$ cat src/rtl/netwalk_exec_pkg.sv
// netwalk_exec_pkg: shared widths, depth and controller state encoding for the action-memory write path
package netwalk_exec_pkg;
    localparam int ACTION_FLAG_W      = 16;
    localparam int ACTION_SET_W       = 356;
    localparam int TCAM_ADDR_W        = 6;
    localparam int PROGRAM_DATA_WIDTH = ACTION_FLAG_W + ACTION_SET_W;
    localparam int ACTION_MEM_SIZE    = 1 << TCAM_ADDR_W;
    typedef enum logic [1:0] {IDLE, WAIT, CLEAR} state_t;
endpackage

$ cat src/rtl/netwalk_action_mem_program_ctrl_if.sv
// netwalk_action_mem_program_ctrl_if: host/evict request channels and the exec write port of the program controller
interface netwalk_action_mem_program_ctrl_if
    import netwalk_exec_pkg::*;
#(
    parameter int AW = TCAM_ADDR_W,
    parameter int DW = PROGRAM_DATA_WIDTH
);
    logic          host_req_valid;
    logic          host_req_ready;
    logic          host_req_delete;
    logic [AW-1:0] host_req_addr;
    logic [DW-1:0] host_req_data;
    logic          evict_req_valid;
    logic          evict_req_ready;
    logic [AW-1:0] evict_req_addr;
    logic          exec_program_enable;
    logic          exec_delete_enable;
    logic [AW-1:0] exec_program_addr;
    logic [DW-1:0] exec_program_data;
    modport master (
        output host_req_valid, host_req_delete, host_req_addr, host_req_data,
        output evict_req_valid, evict_req_addr,
        input  host_req_ready, evict_req_ready,
        input  exec_program_enable, exec_delete_enable, exec_program_addr, exec_program_data
    );
    modport slave (
        input  host_req_valid, host_req_delete, host_req_addr, host_req_data,
        input  evict_req_valid, evict_req_addr,
        output host_req_ready, evict_req_ready,
        output exec_program_enable, exec_delete_enable, exec_program_addr, exec_program_data
    );
endinterface

$ cat src/rtl/netwalk_rr_arbiter2.sv
// netwalk_rr_arbiter2: two-requester round-robin arbiter; priority flips to the other side on each strobed grant
module netwalk_rr_arbiter2 (
    input  logic       clk,
    input  logic       reset,
    input  logic [1:0] req,
    input  logic       update,
    output logic [1:0] gnt
);
    logic prio_q, prio_d;
    assign gnt[0] = req[0] & (~req[1] | ~prio_q);
    assign gnt[1] = req[1] & (~req[0] | prio_q);
    always_comb prio_d = (update & |gnt) ? gnt[0] : prio_q;
    always_ff @(posedge clk) begin
        if (reset) prio_q <= 1'b0;
        else       prio_q <= prio_d;
    end
endmodule

$ cat src/rtl/netwalk_action_mem_program_ctrl.sv
// netwalk_action_mem_program_ctrl: slots action-memory writes into lookup gaps, forcing a stall after a bounded wait
module netwalk_action_mem_program_ctrl
    import netwalk_exec_pkg::*;
#(
    parameter int ACTION_FLAG_WIDTH = ACTION_FLAG_W,
    parameter int ACTION_SET_WIDTH  = ACTION_SET_W,
    parameter int TCAM_ADDR_WIDTH   = TCAM_ADDR_W,
    parameter int STARVE_LIMIT      = 8,
    parameter int STAT_WIDTH        = 16
) (
    input  logic                  clk,
    input  logic                  reset,
    input  logic                  glbl_program_en,
    input  logic                  clear_all_start,
    output logic                  clear_all_busy,
    output logic                  clear_all_done,
    input  logic                  lookup_pending,
    output logic                  lookup_stall,
    output logic [STAT_WIDTH-1:0] stat_writes,
    output logic [STAT_WIDTH-1:0] stat_forced_stalls,
    netwalk_action_mem_program_ctrl_if.slave bus
);
    localparam int DW = ACTION_FLAG_WIDTH + ACTION_SET_WIDTH;
    localparam int AW = TCAM_ADDR_WIDTH;
    localparam int SW = $clog2(STARVE_LIMIT + 1);
    state_t                state_q, state_d;
    logic [SW-1:0]         starve_q, starve_d;
    logic                  del_q, del_d;
    logic [AW-1:0]         addr_q, addr_d;
    logic [DW-1:0]         data_q, data_d;
    logic                  clr_pend_q, clr_pend_d;
    logic                  last_q, last_d;
    logic                  done_q, done_d;
    logic                  ex_en_q, ex_en_d;
    logic                  ex_del_q, ex_del_d;
    logic [AW-1:0]         ex_addr_q, ex_addr_d;
    logic [DW-1:0]         ex_data_q, ex_data_d;
    logic [STAT_WIDTH-1:0] wr_q, wr_d;
    logic [STAT_WIDTH-1:0] fs_q, fs_d;
    logic                  clr_go, issue, forced, stall;
    logic [1:0]            req, gnt;
    assign clr_go = (state_q == IDLE) & (clr_pend_q | clear_all_start);
    assign req    = {bus.evict_req_valid, bus.host_req_valid} & {2{(state_q == IDLE) & ~clr_go}};
    netwalk_rr_arbiter2 u_arb (
        .clk    (clk),
        .reset  (reset),
        .req    (req),
        .update (|gnt),
        .gnt    (gnt)
    );
    always_comb begin
        state_d    = state_q;
        starve_d   = starve_q;
        del_d      = del_q;
        addr_d     = addr_q;
        data_d     = data_q;
        last_d     = 1'b0;
        issue      = 1'b0;
        forced     = 1'b0;
        stall      = 1'b0;
        clr_pend_d = (state_q != IDLE) & (clr_pend_q | clear_all_start);
        case (state_q)
            IDLE: begin
                if (clr_go) begin
                    state_d = CLEAR;
                    addr_d  = '0;
                end else if (|gnt) begin
                    state_d  = WAIT;
                    starve_d = '0;
                    del_d    = gnt[1] | bus.host_req_delete;
                    addr_d   = gnt[1] ? bus.evict_req_addr : bus.host_req_addr;
                    data_d   = gnt[1] ? '0 : bus.host_req_data;
                end
            end
            WAIT: begin
                forced   = lookup_pending & ~glbl_program_en & (starve_q == SW'(STARVE_LIMIT - 1));
                stall    = glbl_program_en | forced;
                issue    = ~lookup_pending | glbl_program_en | forced;
                starve_d = starve_q + SW'(1);
                state_d  = issue ? IDLE : WAIT;
            end
            CLEAR: begin
                stall   = 1'b1;
                issue   = 1'b1;
                addr_d  = addr_q + AW'(1);
                last_d  = &addr_q;
                state_d = (&addr_q) ? IDLE : CLEAR;
            end
            default: state_d = IDLE;
        endcase
        ex_en_d   = issue;
        ex_del_d  = issue & ((state_q == CLEAR) | del_q);
        ex_addr_d = issue ? addr_q : '0;
        ex_data_d = (issue & (state_q == WAIT)) ? data_q : '0;
        done_d    = last_q;
        wr_d      = (issue & ~&wr_q) ? wr_q + STAT_WIDTH'(1) : wr_q;
        fs_d      = (forced & ~&fs_q) ? fs_q + STAT_WIDTH'(1) : fs_q;
    end
    always_ff @(posedge clk) begin
        if (reset) begin
            state_q    <= IDLE;
            starve_q   <= '0;
            del_q      <= 1'b0;
            addr_q     <= '0;
            data_q     <= '0;
            clr_pend_q <= 1'b0;
            last_q     <= 1'b0;
            done_q     <= 1'b0;
            ex_en_q    <= 1'b0;
            ex_del_q   <= 1'b0;
            ex_addr_q  <= '0;
            ex_data_q  <= '0;
            wr_q       <= '0;
            fs_q       <= '0;
        end else begin
            state_q    <= state_d;
            starve_q   <= starve_d;
            del_q      <= del_d;
            addr_q     <= addr_d;
            data_q     <= data_d;
            clr_pend_q <= clr_pend_d;
            last_q     <= last_d;
            done_q     <= done_d;
            ex_en_q    <= ex_en_d;
            ex_del_q   <= ex_del_d;
            ex_addr_q  <= ex_addr_d;
            ex_data_q  <= ex_data_d;
            wr_q       <= wr_d;
            fs_q       <= fs_d;
        end
    end
    assign bus.host_req_ready      = gnt[0];
    assign bus.evict_req_ready     = gnt[1];
    assign bus.exec_program_enable = ex_en_q;
    assign bus.exec_delete_enable  = ex_del_q;
    assign bus.exec_program_addr   = ex_addr_q;
    assign bus.exec_program_data   = ex_data_q;
    assign lookup_stall            = stall;
    assign clear_all_busy          = (state_q == CLEAR) | last_q;
    assign clear_all_done          = done_q;
    assign stat_writes             = wr_q;
    assign stat_forced_stalls      = fs_q;
endmodule
$ cat src/flat_wrapper.sv
// flat-port wrapper written by rule: the top's interface ports become plain ports
module netwalk_action_mem_program_ctrl_flat import netwalk_exec_pkg::*;
#(
    parameter int ACTION_FLAG_WIDTH = ACTION_FLAG_W,
    parameter int ACTION_SET_WIDTH  = ACTION_SET_W,
    parameter int TCAM_ADDR_WIDTH   = TCAM_ADDR_W,
    parameter int STARVE_LIMIT      = 8,
    parameter int STAT_WIDTH        = 16
)
  (clk, reset, glbl_program_en, clear_all_start, clear_all_busy, clear_all_done, lookup_pending, lookup_stall, stat_writes, stat_forced_stalls, bus_host_req_valid, bus_host_req_delete, bus_host_req_addr, bus_host_req_data, bus_evict_req_valid, bus_evict_req_addr, bus_host_req_ready, bus_evict_req_ready, bus_exec_program_enable, bus_exec_delete_enable, bus_exec_program_addr, bus_exec_program_data);
  netwalk_action_mem_program_ctrl_if bus_i ();
  input  logic clk;
  input  logic reset;
  input  logic glbl_program_en;
  input  logic clear_all_start;
  output logic clear_all_busy;
  output logic clear_all_done;
  input  logic lookup_pending;
  output logic lookup_stall;
  output logic [STAT_WIDTH-1:0] stat_writes;
  output logic [STAT_WIDTH-1:0] stat_forced_stalls;
  input wire logic [$bits(bus_i.host_req_valid)-1:0] bus_host_req_valid;
  input wire logic [$bits(bus_i.host_req_delete)-1:0] bus_host_req_delete;
  input wire logic [$bits(bus_i.host_req_addr)-1:0] bus_host_req_addr;
  input wire logic [$bits(bus_i.host_req_data)-1:0] bus_host_req_data;
  input wire logic [$bits(bus_i.evict_req_valid)-1:0] bus_evict_req_valid;
  input wire logic [$bits(bus_i.evict_req_addr)-1:0] bus_evict_req_addr;
  output wire logic [$bits(bus_i.host_req_ready)-1:0] bus_host_req_ready;
  output wire logic [$bits(bus_i.evict_req_ready)-1:0] bus_evict_req_ready;
  output wire logic [$bits(bus_i.exec_program_enable)-1:0] bus_exec_program_enable;
  output wire logic [$bits(bus_i.exec_delete_enable)-1:0] bus_exec_delete_enable;
  output wire logic [$bits(bus_i.exec_program_addr)-1:0] bus_exec_program_addr;
  output wire logic [$bits(bus_i.exec_program_data)-1:0] bus_exec_program_data;
  assign bus_i.host_req_valid = bus_host_req_valid;
  assign bus_i.host_req_delete = bus_host_req_delete;
  assign bus_i.host_req_addr = bus_host_req_addr;
  assign bus_i.host_req_data = bus_host_req_data;
  assign bus_i.evict_req_valid = bus_evict_req_valid;
  assign bus_i.evict_req_addr = bus_evict_req_addr;
  assign bus_host_req_ready = bus_i.host_req_ready;
  assign bus_evict_req_ready = bus_i.evict_req_ready;
  assign bus_exec_program_enable = bus_i.exec_program_enable;
  assign bus_exec_delete_enable = bus_i.exec_delete_enable;
  assign bus_exec_program_addr = bus_i.exec_program_addr;
  assign bus_exec_program_data = bus_i.exec_program_data;
  netwalk_action_mem_program_ctrl #(.ACTION_FLAG_WIDTH(ACTION_FLAG_WIDTH), .ACTION_SET_WIDTH(ACTION_SET_WIDTH), .TCAM_ADDR_WIDTH(TCAM_ADDR_WIDTH), .STARVE_LIMIT(STARVE_LIMIT), .STAT_WIDTH(STAT_WIDTH)) u_core (.clk(clk), .reset(reset), .glbl_program_en(glbl_program_en), .clear_all_start(clear_all_start), .clear_all_busy(clear_all_busy), .clear_all_done(clear_all_done), .lookup_pending(lookup_pending), .lookup_stall(lookup_stall), .stat_writes(stat_writes), .stat_forced_stalls(stat_forced_stalls), .bus(bus_i));
endmodule
$ cat config.mk
export PLATFORM = sky130hd
export DESIGN_NAME = netwalk_action_mem_program_ctrl_flat
export DESIGN_NICKNAME = d
export VERILOG_FILES = /design/src/rtl/netwalk_exec_pkg.sv /design/src/rtl/netwalk_action_mem_program_ctrl_if.sv /design/src/rtl/netwalk_rr_arbiter2.sv /design/src/rtl/netwalk_action_mem_program_ctrl.sv /design/src/flat_wrapper.sv
export SDC_FILE = /design/constraint.sdc
export NUM_CORES = 1
export LEC_CHECK = 0
export CAP_MARGIN = 40
export CORE_AREA = 2 2 313 315
export CTS_BUF_LIST = sky130_fd_sc_hd__clkbuf_8
export DETAILED_ROUTE_END_ITERATION = 8
export DIE_AREA = 0 0 315 317
export PLACE_DENSITY_LB_ADDON = 0.1
export SLEW_MARGIN = 0
export SYNTH_ARGS = -nofsm -noshare
export SYNTH_HDL_FRONTEND = slang
export SYNTH_SLANG_ARGS = --single-unit
$ cat constraint.sdc
create_clock -name clk -period 2.37 [get_ports clk]
set_input_delay 0.3555 -clock clk [delete_from_list [all_inputs] [get_ports clk]]
set_output_delay 0.3555 -clock clk [all_outputs]
set_load 0.01 [all_outputs]
==> impl_metrics.py <==
# Metrics from the implementation run
metrics = {
    "cts": {
        "htree_levels": 4,
        "clk_pin_slew_ns": 0.06,
        "clock_latency_ns": 0.82,
        "clock_path_buffers": 3,
    },
    "global_route": {
        "grt_pass1_wl_um": 140000,
        "grt_pass1_vias": 21500,
        "met1_usage": 0.199,
        "use_met3": 0.0726,
    },
    "power": {
        "max-vdd-ir-drop_mv": 0.465,
        "p_comb_frac": 0.095,
        "p_total_w": 0.0299,
    },
    "job": {
        "tool_warnings": 37,
        "maxCapViolCount": 0,
    },
    "timing": {
        "fin_ws_ns": -0.0976,
        "hold_slack_ns": 0.119,
        "setup_tns_ns": -0.245,
        "setup_viol": 3,
        "period_minus_slack_ns": 2.47,
        "tightest_slew_ns": 1.22,
    },
    "setup_path": {
        "crit_fanout": 2,
        "required_ns": 2.01,
        "crit_top_cell": "buf_6",
        "cpLargestDelayFamily": "buffers and inverters",
    },
    "drt": {
        "via_count": 21300,
        "wl_met3_um": 7940,
    },
    "yosys": {
        "synth_top_area_share": 0.629,
        "synthXorXnorAreaFrac": 0.00859,
        "ys_ff": 801,
        "aoi_share": 0.108,
        "common_cells": "dfxtp_1, and2_1, nor2_1",
    },
    "die": {
        "die_area_um2": 99900,
        "core-area_um2": 96300,
    },
    "run_status": {
        "failed_checks": "setup timing",
        "status": "complete, but fails checks",
    },
    "layout": {
        "ff_count": 801,
    },
    "placement": {
        "io_buffers": 808,
    },
}
## repair_timing
action                                  4_1_cts  5_1_grt
hold buffers                                 14        0
hold endpoints to repair                     15        0
buffers inserted                              6        2
gates cloned                                  0        0
gates resized                                37        8
pin swaps                                     2        1
endpoints found under the setup margin       61        6
## worst paths after layout
| path | slack (ns) | endpoint | cells past startpoint | startpoint |
|---|---|---|---|---|
| min reg2reg | 0.42 | u_core.bus.exec_program_data[254] | 1 | u_core.data_q[254] |
| max reg2reg | 0.08 | u_core.bus.exec_program_data[155] | 9 | u_core.state_q[0] |
| max | -0.1 | bus_evict_req_ready | 8 | u_core.state_q[0] |
| min | 0.12 | u_core.data_q[48] | 3 | bus_host_req_data[48] |
### Signal metal coverage by tile

Bar = 100 µm. The die is cut into 32 by 32 equal tiles; dark blue is low, red is high, scaled to the fullest tile. Values are wire area over tile area, all layers added.
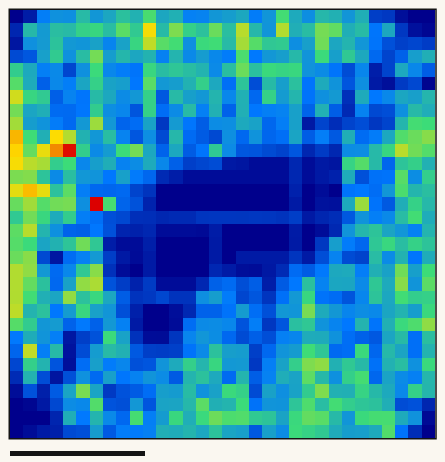
The fullest tile reaches 0.55. 6.3% of the tiles are nearly empty. 11% of the tiles are over half the peak.

### Cells by drive strength

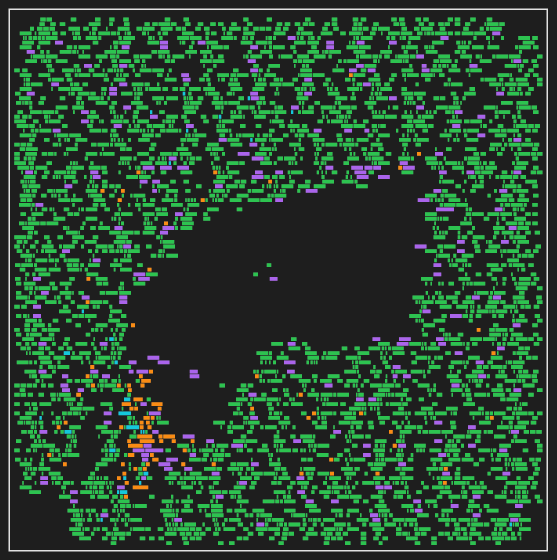
Key: x1 and smaller = green [cells 3178]; x2 = cyan [cells 27]; x6 and larger = purple [cells 226]; x3 and x4 = orange [cells 84]

### Placement by cell class

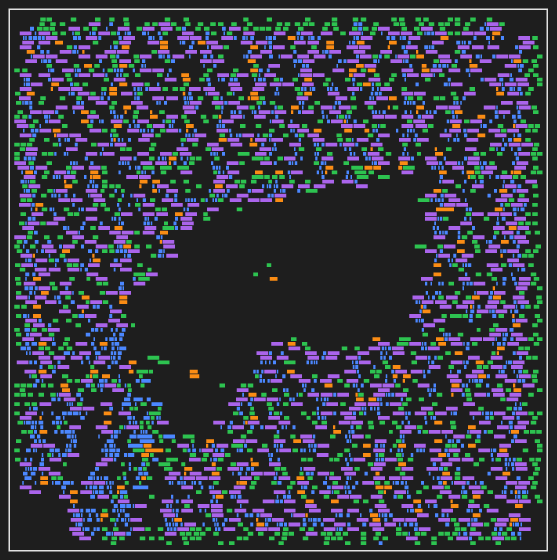
Key: remaining buffers and delay cells = green [cells 921, share of their area 25%]; clock drivers and dummy loads = orange [cells 255, share of their area 7.8%]; registers = purple [cells 801, share of their area 43%]; remaining logic cells = blue [cells 1538, share of their area 23%]

Power is estimated from default activity; no workload was simulated.
